## src/rtl/pmod_enc_pkg.sv

```systemverilog
// Shared types and channel indices for the Pmod rotary encoder front end.
package pmod_enc_pkg;

  // bit1 = debounced level, bit0 = qualifying a candidate change
  typedef enum logic [1:0] {
    ZERO  = 2'b00,
    WAIT1 = 2'b01,
    ONE   = 2'b10,
    WAIT0 = 2'b11
  } db_state_t;

  localparam int unsigned ENC_A      = 0;
  localparam int unsigned ENC_B      = 1;
  localparam int unsigned ENC_BTN    = 2;
  localparam int unsigned ENC_SW     = 3;
  localparam int unsigned ENC_NUM_CH = 4;

endpackage

```

## src/rtl/db_channel.sv

```systemverilog
// One debounce channel: optional two-flop synchronizer, level FSM and run counter.
// ENC_DB_SYNC_EN selects the synchronizer; otherwise raw is sampled directly.
module db_channel
  import pmod_enc_pkg::*;
#(
  parameter int unsigned DB_CYCLES = 1_000_000,
  parameter logic        RESET_VAL = 1'b0
) (
  input  logic clk,
  input  logic reset,
  input  logic raw,
  output logic level,
  output logic busy
);

  localparam int unsigned CNT_W = $clog2(DB_CYCLES);
  localparam logic [CNT_W-1:0] LAST = CNT_W'(DB_CYCLES - 1);
  localparam db_state_t RST_STATE = RESET_VAL ? ONE : ZERO;

  logic            in_s;
  db_state_t       state;
  logic [CNT_W-1:0] cnt;

`ifdef ENC_DB_SYNC_EN
  logic s1;
  logic s2;

  always_ff @(posedge clk) begin
    if (reset) begin
      s1 <= RESET_VAL;
      s2 <= RESET_VAL;
    end else begin
      s1 <= raw;
      s2 <= s1;
    end
  end

  assign in_s = s2;
`else
  assign in_s = raw;
`endif

  // A candidate value must be seen DB_CYCLES times in a row; any reversion restarts.
  always_ff @(posedge clk) begin
    if (reset) begin
      state <= RST_STATE;
      cnt   <= '0;
    end else begin
      case (state)
        ZERO: begin
          if (in_s) begin
            state <= WAIT1;
            cnt   <= CNT_W'(1);
          end
        end
        WAIT1: begin
          if (!in_s) begin
            state <= ZERO;
            cnt   <= '0;
          end else if (cnt == LAST) begin
            state <= ONE;
            cnt   <= '0;
          end else begin
            cnt <= cnt + CNT_W'(1);
          end
        end
        ONE: begin
          if (!in_s) begin
            state <= WAIT0;
            cnt   <= CNT_W'(1);
          end
        end
        WAIT0: begin
          if (in_s) begin
            state <= ONE;
            cnt   <= '0;
          end else if (cnt == LAST) begin
            state <= ZERO;
            cnt   <= '0;
          end else begin
            cnt <= cnt + CNT_W'(1);
          end
        end
        default: begin
          state <= RST_STATE;
          cnt   <= '0;
        end
      endcase
    end
  end

  // Outputs are state register bits directly, so no path from raw.
  assign level = state[1];
  assign busy  = state[0];

endmodule

```

## src/rtl/enc_debounce.sv

```systemverilog
// Debouncer bank for the encoder pins (A, B, BTN, SW); one independent channel per bit.
// ENC_DB_SYNC_EN adds a two-flop synchronizer in front of each channel.
module enc_debounce
  import pmod_enc_pkg::*;
#(
  parameter int unsigned    CH        = ENC_NUM_CH,
  parameter int unsigned    DB_CYCLES = 1_000_000,
  parameter logic [CH-1:0]  RESET_VAL = '0
) (
  input  logic          clk,
  input  logic          reset,
  input  logic [CH-1:0] raw_in,
  output logic [CH-1:0] db_level,
  output logic [CH-1:0] db_busy
);

  // A single-sample window would let bounce through; refuse to elaborate.
  if (DB_CYCLES < 2) begin : g_bad_cfg
    $fatal(1, "enc_debounce: DB_CYCLES must be >= 2");
  end

  for (genvar i = 0; i < CH; i++) begin : g_ch
    db_channel #(
      .DB_CYCLES(DB_CYCLES),
      .RESET_VAL(RESET_VAL[i])
    ) u_ch (
      .clk  (clk),
      .reset(reset),
      .raw  (raw_in[i]),
      .level(db_level[i]),
      .busy (db_busy[i])
    );
  end

endmodule

```

## config.mk

```make
export PLATFORM = sky130hd
export DESIGN_NAME = enc_debounce
export DESIGN_NICKNAME = d
export VERILOG_FILES = /design/src/rtl/pmod_enc_pkg.sv /design/src/rtl/db_channel.sv /design/src/rtl/enc_debounce.sv
export SDC_FILE = /design/constraint.sdc
export NUM_CORES = 1
export LEC_CHECK = 0
export ABC_CLOCK_PERIOD_IN_PS = 3950
export CAP_MARGIN = 20
export CORE_UTILIZATION = 40
export CTS_BUF_LIST = sky130_fd_sc_hd__clkbuf_4 sky130_fd_sc_hd__clkbuf_8
export CTS_CLUSTER_DIAMETER = 50
export DETAILED_ROUTE_END_ITERATION = 10
export PLACE_DENSITY = 0.68
export SLEW_MARGIN = 20
export SYNTH_ARGS = -nofsm -noshare
export SYNTH_HDL_FRONTEND = slang
export SYNTH_HIERARCHICAL = 1
export SYNTH_SLANG_ARGS = --single-unit
```

## constraint.sdc

```tcl
create_clock -name clk -period 3.95 [get_ports clk]
set_input_delay 0.79 -clock clk [delete_from_list [all_inputs] [get_ports clk]]
set_output_delay 0.79 -clock clk [all_outputs]
set_load 0.01 [all_outputs]
```

==> run summary <==
Implementation numbers.

- The run finished with clean final reports.
- The top cell type by total area after synthesis is dfxtp_1.
- The net count after synthesis is 547.
- The hold path depth is 1.
- The clock tree buffer count of the final layout is 10.
- Buffers added to address setup during post-CTS repair amount to 0.
- The share of the core area taken by cells at floorplan is 0.415.
- The chip occupies 11,800 um^2.
- The post-route core utilization is 0.457.
- The largest part of the power goes to sequential cells.
- The routed layout has 4,147 vias.
- Ranked by total area, the top cell class in this layout is logic gates.
- Summed over all combinational cells, the power is 105 uW.
- The cell-internal power is 1.25 mW.
- The startpoint class of the critical path is an input port.
- The layout buffering overhead excluding clock cells is 0.0371.
- The area of the multi-input gates is 2640 um^2.
- The cell area that synthesis handed to floorplanning was 4540 um^2.
- Synthesis instantiated 47 different standard cells from the library.
- The simple-gate area share of the yosys netlist is 0.297.
- The post-CTS hold buffer count recorded in the log is 0.
- The register-to-register path setup slack is 1700 ps.
- The terminating pin of the worst hold path is g_ch[3].u_ch/cnt[18]$_SDFFE_PP0P_.
- The ratio of cells with drive above 1 in the final layout is 0.0723.
- Before antenna repair, the detailed router went through 5 iterations.
- The global route stage reports its total congestion overflow as 0.
- Per the CTS log, the maximum H-tree level is 3.
- The busiest metal layer after global routing is met2.
- The end of the worst register-to-register path is g_ch[0].u_ch/cnt[11]$_SDFFE_PP0P_.
- The wire length on met3 is 406 um.
- Overall power consumption after layout is estimated at 1.67 mW.
- The type of the tightest min-delay check is flip-flop to flip-flop.
- The layout report lists the combined flip-flop and latch area as 1760 um^2.
- The delay of the slowest critical-path stage is 610 ps.
- Leaving out the clock tree, the finished layout contains a buffer count of 21.
- The share of async-settable or async-resettable flops after synthesis is 0.
- In this run the cell area measured after placement is 4790 um^2.
- The power attributed to the clock group is 659 uW.
- The beginning of the worst hold path is g_ch[3].u_ch/cnt[18]$_SDFFE_PP0P_.
- Per STA, the startpoint of the critical path is raw_in[3].
- According to the cell report, flip-flops and latches in the layout number 88.
- Dividing the final minimum period by the clock period gives 0.635.
clock_nets.png
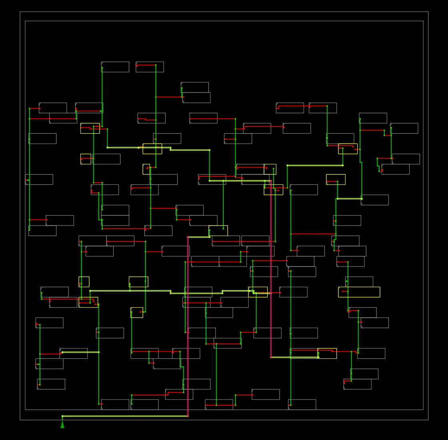
clock skew: 11.0 ps
TritonCTS buffer count: 9
number of clock sinks seen by CTS: 88

blocks.png
(4 px per um) Other cells in gray.
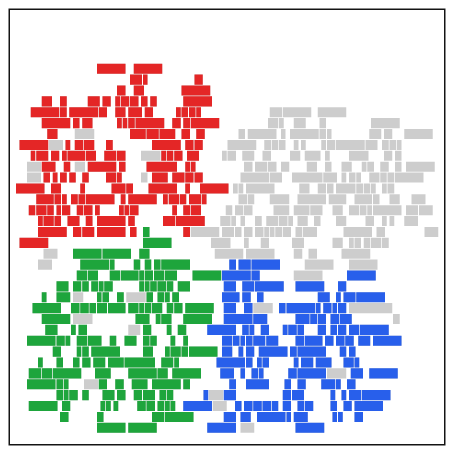
Key: g_ch[3].u_ch = blue [cells 120]; g_ch[2].u_ch = green [cells 135]; g_ch[0].u_ch = red [cells 134]
Another 164 cells are not colored.

m3.png
(4 px per um)
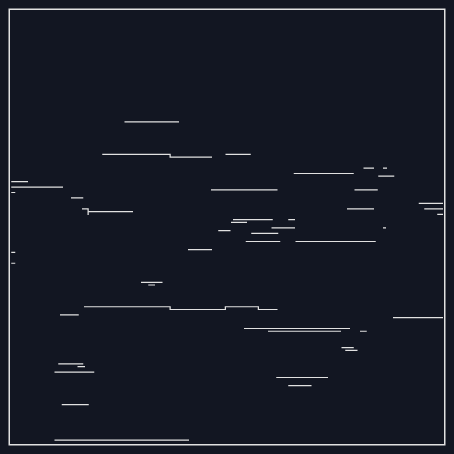
The wires run mostly horizontal. The layer carries 406 um of wire.

clock_wires.png
(4 px per um)
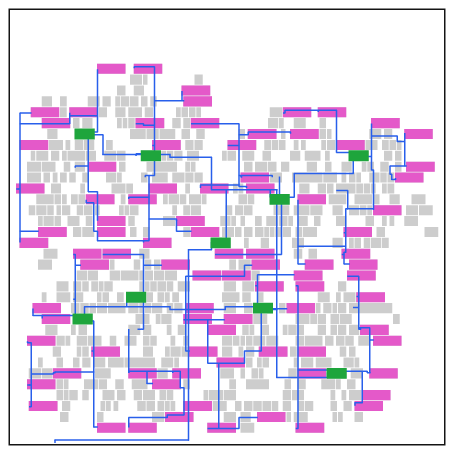
Key: clock wires = blue [length 1,220 um]; flip-flops = magenta [count 88]; clock-net drivers = green [count 9]
Position of the flops: all over the die.

gates.png
(2 px per um)
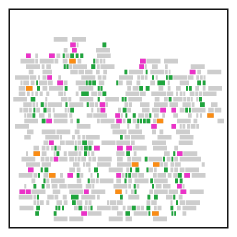
Key: mux cells = orange [cells 10]; nand cells = green [cells 119, where all over the die]; non-inverting ao/oa cells = magenta [cells 34, where all over the die]
highest-count logic cell in the final layout: dfxtp_1
number of non-filler instances in the completed layout: 693

Power and IR drop assume default switching activity.
